File: config.mk
export PLATFORM = sky130hd
export DESIGN_NAME = bram_s16_arbiter
export DESIGN_NICKNAME = d
export VERILOG_FILES = /design/src/rtl/bram_s16_pkg.sv /design/src/rtl/rr_arb2.sv /design/src/rtl/bram_s16_arbiter.sv
export SDC_FILE = /design/constraint.sdc
export NUM_CORES = 1
export LEC_CHECK = 0
export CAP_MARGIN = 10
export CORE_AREA = 2 2 68 70
export CTS_CLUSTER_DIAMETER = 40
export DETAILED_ROUTE_END_ITERATION = 8
export DIE_AREA = 0 0 70 72
export GPL_ROUTABILITY_DRIVEN = 0
export PLACE_DENSITY = 0.77
export SYNTH_ARGS = -nofsm -noshare
export SYNTH_HDL_FRONTEND = slang
export SYNTH_SLANG_ARGS = --single-unit
File: constraint.sdc
create_clock -name CLK -period 1.75 [get_ports CLK]
set_clock_uncertainty 0.05 [all_clocks]
set_input_delay 0.2625 -clock CLK [delete_from_list [all_inputs] [get_ports CLK]]
set_output_delay 0.2625 -clock CLK [all_outputs]
set_load 0.01 [all_outputs]
File: src/rtl/bram_s16_pkg.sv
// Shared constants and state encoding for the 256x16 block RAM
// arbiter slice.
package bram_s16_pkg;

    localparam int RAM_DEPTH = 256;
    localparam int RAM_AW    = 8;
    localparam int RAM_DW    = 16;

    typedef enum logic {
        ST_CLEAR = 1'b0,
        ST_RUN   = 1'b1
    } state_t;

endpackage

File: src/rtl/rr_arb2.sv
// Two-way grant logic: a single requester always wins; on a tie the
// winner is either fixed (port 0) or the port that did not win last.
module rr_arb2 #(
    parameter bit FIXED_PRIORITY = 1'b0
) (
    input  logic [1:0] valid,
    input  logic       last_grant,
    output logic       gnt_idx,
    output logic       gnt_vld
);

    always_comb begin
        gnt_vld = valid[0] | valid[1];
        gnt_idx = 1'b0;
        unique case (1'b1)
            valid[0] && valid[1]:
                gnt_idx = FIXED_PRIORITY ? 1'b0 : ~last_grant;
            valid[1] && !valid[0]:
                gnt_idx = 1'b1;
            default:
                gnt_idx = 1'b0;
        endcase
    end

endmodule

File: src/rtl/bram_s16_arbiter.sv
// Two-requester sequencer for a single-port 256x16 block RAM with
// optional post-reset clear and per-port response steering.
module bram_s16_arbiter
    import bram_s16_pkg::*;
#(
    parameter bit                CLEAR_ON_RESET = 1'b1,
    parameter logic [RAM_DW-1:0] CLEAR_VALUE    = 16'h0000,
    parameter bit                FIXED_PRIORITY = 1'b0
) (
    input  logic              CLK,
    input  logic              RST,
    input  logic              REQ0_VALID,
    output logic              REQ0_READY,
    input  logic              REQ0_WE,
    input  logic [RAM_AW-1:0] REQ0_ADDR,
    input  logic [RAM_DW-1:0] REQ0_DI,
    output logic              RSP0_VALID,
    output logic [RAM_DW-1:0] RSP0_DO,
    input  logic              REQ1_VALID,
    output logic              REQ1_READY,
    input  logic              REQ1_WE,
    input  logic [RAM_AW-1:0] REQ1_ADDR,
    input  logic [RAM_DW-1:0] REQ1_DI,
    output logic              RSP1_VALID,
    output logic [RAM_DW-1:0] RSP1_DO,
    output logic              RAM_EN,
    output logic              RAM_WE,
    output logic [RAM_AW-1:0] RAM_ADDR,
    output logic [RAM_DW-1:0] RAM_DI,
    input  logic [RAM_DW-1:0] RAM_DO,
    output logic              BUSY
);

    localparam logic [RAM_AW-1:0] LAST_ADDR = RAM_AW'(RAM_DEPTH - 1);

    state_t            state;
    state_t            state_nxt;
    logic [RAM_AW-1:0] clr_cnt;
    logic              last_grant;
    logic              rsp_valid;
    logic              rsp_sel;
    logic              gnt_idx;
    logic              gnt_vld;
    logic              accept;

    rr_arb2 #(
        .FIXED_PRIORITY(FIXED_PRIORITY)
    ) u_arb (
        .valid      ({REQ1_VALID, REQ0_VALID}),
        .last_grant (last_grant),
        .gnt_idx    (gnt_idx),
        .gnt_vld    (gnt_vld)
    );

    // A grant only exists when its VALID is high, so grant == accept.
    assign accept = (state == ST_RUN) && gnt_vld;

    always_ff @(posedge CLK) begin
        if (RST) begin
            state      <= CLEAR_ON_RESET ? ST_CLEAR : ST_RUN;
            clr_cnt    <= '0;
            last_grant <= 1'b1;
            rsp_valid  <= 1'b0;
            rsp_sel    <= 1'b0;
        end else begin
            state     <= state_nxt;
            rsp_valid <= accept;
            if (state == ST_CLEAR)
                clr_cnt <= clr_cnt + 1'b1;
            if (accept) begin
                last_grant <= gnt_idx;
                rsp_sel    <= gnt_idx;
            end
        end
    end

    always_comb begin
        state_nxt  = state;
        RAM_EN     = 1'b0;
        RAM_WE     = 1'b0;
        RAM_ADDR   = '0;
        RAM_DI     = '0;
        REQ0_READY = 1'b0;
        REQ1_READY = 1'b0;
        BUSY       = 1'b0;
        unique case (state)
            ST_CLEAR: begin
                RAM_EN   = 1'b1;
                RAM_WE   = 1'b1;
                RAM_ADDR = clr_cnt;
                RAM_DI   = CLEAR_VALUE;
                BUSY     = 1'b1;
                if (clr_cnt == LAST_ADDR)
                    state_nxt = ST_RUN;
            end
            ST_RUN: begin
                REQ0_READY = gnt_vld && !gnt_idx;
                REQ1_READY = gnt_vld && gnt_idx;
                if (gnt_vld) begin
                    RAM_EN   = 1'b1;
                    RAM_WE   = gnt_idx ? REQ1_WE : REQ0_WE;
                    RAM_ADDR = gnt_idx ? REQ1_ADDR : REQ0_ADDR;
                    RAM_DI   = gnt_idx ? REQ1_DI : REQ0_DI;
                end
            end
        endcase
    end

    assign RSP0_VALID = rsp_valid && !rsp_sel;
    assign RSP1_VALID = rsp_valid && rsp_sel;
    assign RSP0_DO    = !rsp_sel ? RAM_DO : '0;
    assign RSP1_DO    = rsp_sel ? RAM_DO : '0;

endmodule

==> run summary, run 1 <==
The full implementation flow was run.

The proportion of netlist area held by the largest area contributor stands at 22.15%. Among all cell types in the netlist, the one instantiated most often is nor2b_1. Per the post-synthesis report, the nets total approximately 210. The total of flip-flops plus latches after synthesis stands at 12. The remaining global-route overflow stands at 0. Before placement the cells fill 25.44% of the core. The violation tally recorded at the end of detailed-routing iteration 0 is 45.

Looking at the critical path, the single cell with the biggest stage delay is dfxtp_2. The basic-gate share of the synthesized area counting and, or, nand and nor cells stands at 41.29%. The number of buffers added for setup after CTS stands at 1. In the layout the commonest cells are 68 x clkdlybuf4s50_1, 28 x nor2b_1, 23 x dlygate4sd2_1. In this run the full chip footprint comes out at 5040 um^2. The synthesis run shows the most used standard cells to be 28 x nor2b_1, 17 x and2_1, 16 x a22o_1. The synthesized cell area stands at between 1000 and 1500 um^2. The post-route standard cell area excluding fillers stands at around 2600 um^2.

The number of cells upsized or downsized after cts stands at 101. The sum of negative setup slack stands at 0 ns. Per the run summary, max-cap violations total 0. The count of port buffers added during placement stands at 132. Among all flip-flop cells after synthesis, the most frequent one is dfxtp_1. The mean instance size in the synthesized netlist stands at 7.804 um^2. The count of endpoints failing hold in the final timing report stands at 0. The remaining design rule violation count stands at 0.

Per the final layout report, the fraction of cells sized above drive strength 1 comes to 20.57%. According to the hold report, the worst path is of the flop to flop type. For reference, the top cells by area after synthesis are dfxtp_1 22%, nor2b_1 16%, a22o_1 13%. The adder-cell share of the synthesized area stands at 1.153%. Before CTS, the worst setup slack after placement is -0.5749 ns. Excluding fillers, the count of instances in the completed layout stands at 334. The worst path in the final design needs a cycle of 1.742 ns, including I/O delays and setup. In the final report, the number of pins over their slew limit comes to 0. The total area inside the core boundary comes to around 4300 um^2.

The via density per instance stands at about 4.6. Per the cell usage report, the commonest logic cell in the layout is clkdlybuf4s50_1. The flow ran to the end, and the final reports show no timing, DRC or antenna violations. The delay of the slowest critical-path stage stands at 0.33 ns.

The total power after layout stands at ~860 uW. The clock passes through at most 2 buffers. For this design, Yosys synthesis ends with a cell count of about 140. STA classifies the critical path startpoint as a flop. Across all setup checks in the final design, the least slack found is 0.008070 ns.
[run 1: critical path, delay by kind of cell (launching register included)]
family | cells | cell delay (ns)
simple gates | 2 | 0.28
compound gates | 1 | 0.30
buf+inv | 2 | 0.28
flops | 1 | 0.33
[run 1: state kept, by name, summed over array words and instances (netlist names)]
name	cells
clr_cnt	8
last_grant	1
rsp_sel	1
rsp_valid	1
state	1
[run 1: path summary, 6_finish.rpt]
check	depth (start not counted)	startpoint	endpoint	slack [ns]
worst max-delay path	5	last_grant$_SDFFE_PP1P_	RAM_ADDR[4]	0.008
worst min register to register	2	clr_cnt[5]$_SDFFE_PP0N_	clr_cnt[5]$_SDFFE_PP0N_	0.45
worst max register to register	5	state$_SDFF_PP0_	clr_cnt[6]$_SDFFE_PP0N_	0.22
worst min-delay path	2	clr_cnt[5]$_SDFFE_PP0N_	clr_cnt[5]$_SDFFE_PP0N_	0.45
[run 1: power by group]
group / switching [uW] / leakage [uW] / internal [uW]
clock network: 105 / 0.0000288 / 199
logic: 79.1 / 0.00128 / 192
registers: 5.13 / 0.0000978 / 279
[run 1: area by class of cell]
class / instances / area, um^2
inverter: 3 / 11.26
clock buffer: 4 / 55.05
timing repair buffer: 150 / 1425
tap: 52 / 65.06
multi-input combinational: 113 / 783.3
fill: 404 / 1680
sequential: 12 / 244.0
[run 1: cell families (layout without fill, tap and decap cells)]
family,count (synthesis),after routing
xor+xnor,3,3
fa+ha+maj,1,1
compound gates,30,30
simple gates,76,76
flops,12,12
mux,3,3
buf+inv,14,157
[run 1: per-layer routing]
metal  global-route usage [%]  vias to the layer above  part of all wire [%]
li1                         -                      781                     -
met4                    5.556                        0                   1.9
met1                    20.74                      699                    37
met2                    36.93                       60                    53
met3                    3.611                        8                   7.3
met5                        0                        -                     0
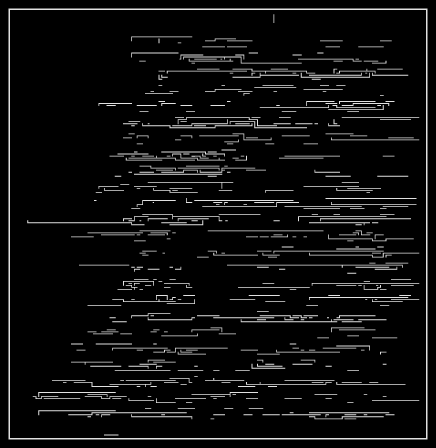
run_1/m1.png
wire length on this layer = 1880 um
share of all routed wire = 38%
nets with wire on the layer = 298
main direction = horizontal
longest straight run = 29.4 um

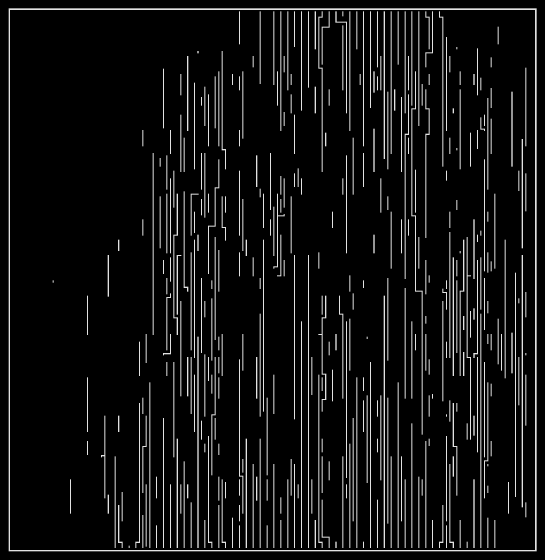
run_1/m2.png
wire length on this layer = 2680 um
nets with wire on the layer = 308
longest straight run = 38.9 um
share of all routed wire = 53%

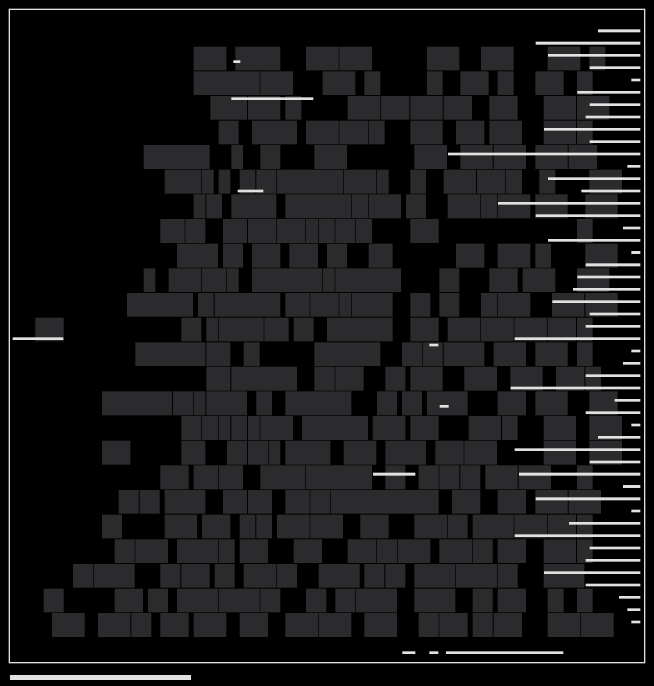
run_1/m3.png
Scale bar: 20 um.
wire length on this layer = 366 um
longest straight run = 20.9 um

==> inputs of run 2 (changes only) <==
--- a/config.mk
+++ b/config.mk
@@ -7,7 +7,6 @@
 export LEC_CHECK = 0
 export CAP_MARGIN = 10
 export CORE_AREA = 2 2 68 70
-export CTS_CLUSTER_DIAMETER = 40
 export DETAILED_ROUTE_END_ITERATION = 8
 export DIE_AREA = 0 0 70 72
 export GPL_ROUTABILITY_DRIVEN = 0
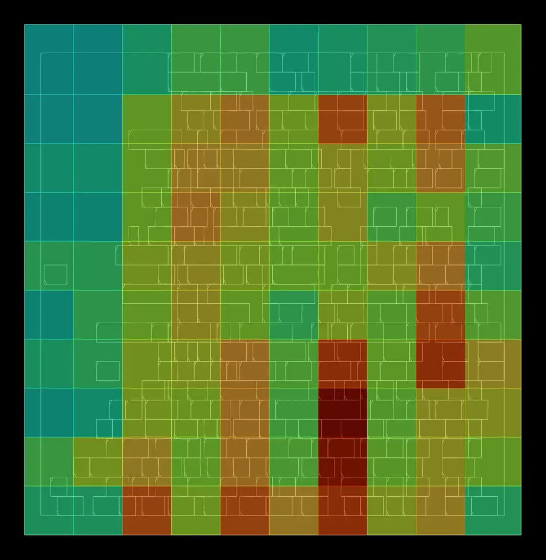
run_2/congestion_map.png
met1 track demand over resource: 20.74%
M2 GR Usage: 36.93%
aggregate global-route resource usage: 18.93%
routed length per instance: 15.03 um
final core area utilization: 60.59%

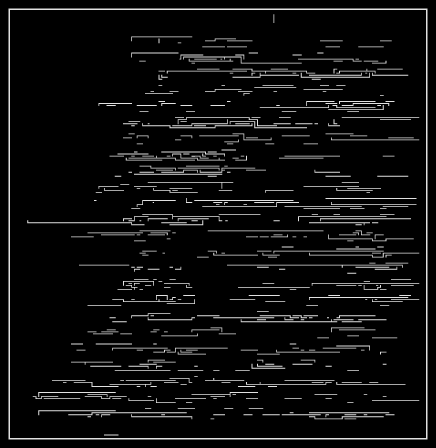
run_2/m1.png
share of all routed wire = 38%
longest straight run = 29.4 um
nets with wire on the layer = 298
wire length on this layer = 1880 um
main direction = horizontal

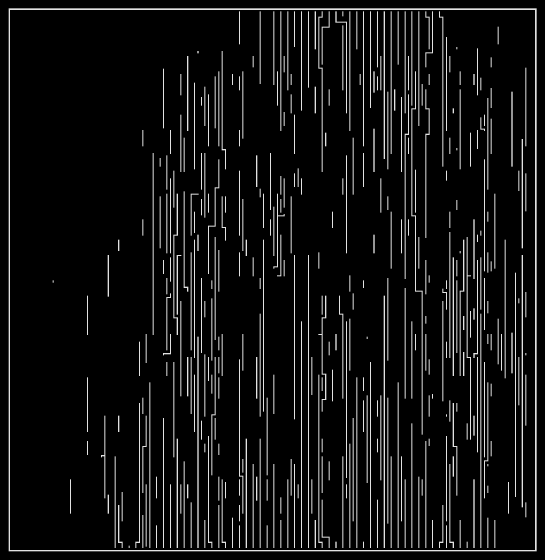
run_2/m2.png
longest straight run = 38.9 um
nets with wire on the layer = 308
share of all routed wire = 53%
main direction = vertical
wire length on this layer = 2680 um
Final Routed Wirelength: 5021 um
vias after detailed routing: 1548

==> run 2 against run 1 <==
Die area unchanged. Critical path type unchanged. Largest power group unchanged. Flip-flop count stayed put. Highest routed layer unchanged. Combinational power hardly changed.
==> run summary, run 2 <==
The full implementation flow was run.

The met3 usage in global routing stands at 3.611%. Per the OpenROAD power report, switching power amounts to 189.2 uW. Yosys attributes the largest share of cell area to dfxtp_1 22%, nor2b_1 16%, a22o_1 13%.

The total area inside the core boundary comes to 4264 um^2. The critical path runs through a total of 5 cells. The cell total in the yosys stat output stands at 139. Per the layout area report, the combinational gate area comes to just under 800 um^2. Yosys instantiated no cell more often than nor2b_1. The highest metal layer carrying signal wires in the routed design is met4.

Looking at the critical path, the single cell with the biggest stage delay is dfxtp_2. For this block, wires on met1 add up to 1882 um. Summing internal, switching and leakage power gives 859.5 uW. The area fraction of the largest cell type after synthesis is 22.15%. The clock passes through at most 2 buffers. Wire segments on met3 add up to approximately 370 um in the final route. The detailed router reports a met2 wire length of 2677 um. The synthesized cell area stands at 1085 um^2. The worst register-to-register path has a setup slack of about 0.22 ns. Summed over all sequential cells, the power is 284 uW.

Ranked by instance count, the synthesized netlist is headed by 28 x nor2b_1, 17 x and2_1, 16 x a22o_1. The flow ran to the end, and the final reports show no timing, DRC or antenna violations. The worst register-to-register path begins at state$_SDFF_PP0_. The number of nets handed over by synthesis was approximately 210. In the routed layout, each cell is associated on average with a via count of 4.635. The finished cells cover 2584 um^2. The remaining global-route overflow stands at 0. Among all flip-flop cells after synthesis, the most frequent one is dfxtp_1.

The count of port buffers added during placement stands at roughly 130. clr_cnt holds more flip-flops than any other register. In the floorplan report the effective utilization is about a quarter. For the final routed database, the setup TNS stands at 0 ns.

The clock group power stands at 304 uW. The final-report max-slew violation count stands at 0. The delay of the slowest critical-path stage stands at approximately 0.33 ns. Per the cell usage report, the commonest logic cells after layout are 68 x clkdlybuf4s50_1, 28 x nor2b_1, 23 x dlygate4sd2_1. The worst path needs 1.742 ns of the cycle, external delays included. Global routing put the most usage on met2. The top cell type in the final layout, fill and taps aside, is clkdlybuf4s50_1. The count of buffer and inverter cells on the critical path stands at 2.

In the power breakdown, the internal column shows roughly 670 uW. The register with the most flip-flops in the layout has 8 of them.
run 2: cells by family after synthesis:
group	Yosys count	synth area share, %
AOI/OAI and AO/OA	30	23.18
xor gates and xnor gates	3	2.423
adders and majority gates	1	1.153
buffers and inverters	14	6.804
DFF	12	22.15
muxes	3	2.999
and+or+nand+nor	76	41.29
run 2: area by class of cell:
cell class / count / area share [%]
clock buffers: 4 / 2.131
flip-flops and latches: 12 / 9.443
multi-input cells: 113 / 30.31
repair buffers: 150 / 55.16
inverters: 3 / 0.4358
well taps: 52 / 2.518
run 2: what timing repair did:
action,in CTS,in global routing
gates cloned,2,0
setup endpoints to repair,47,41
gates resized,101,30
setup buffers,1,0
pin swaps,1,3
run 2: metrics by stage:
step / worst slack (ns) / instances
after floorplan: 0.2966 / 139
after global placement: -0.5474 / 328
after detailed placement: -0.5749 / 328
after CTS: -0.1306 / 335
after global routing: -0.05877 / 334
final: 0.008070 / 334
run 2: worst min path at each step:
stage / startpoint / endpoint / slack, ns / depth (start not counted)
2_1_floorplan: REQ1_VALID / rsp_sel$_SDFFE_PP0P_ / 0.38 / 2
3_3_place_gp: clr_cnt[5]$_SDFFE_PP0N_ / clr_cnt[5]$_SDFFE_PP0N_ / 0.43 / 2
3_5_place_dp: clr_cnt[5]$_SDFFE_PP0N_ / clr_cnt[5]$_SDFFE_PP0N_ / 0.45 / 2
4_1_cts: clr_cnt[5]$_SDFFE_PP0N_ / clr_cnt[5]$_SDFFE_PP0N_ / 0.46 / 2
5_1_grt: clr_cnt[5]$_SDFFE_PP0N_ / clr_cnt[5]$_SDFFE_PP0N_ / 0.50 / 2
6_report: clr_cnt[5]$_SDFFE_PP0N_ / clr_cnt[5]$_SDFFE_PP0N_ / 0.45 / 2
Power figures rest on the tool's default switching activity, not on a simulated workload.
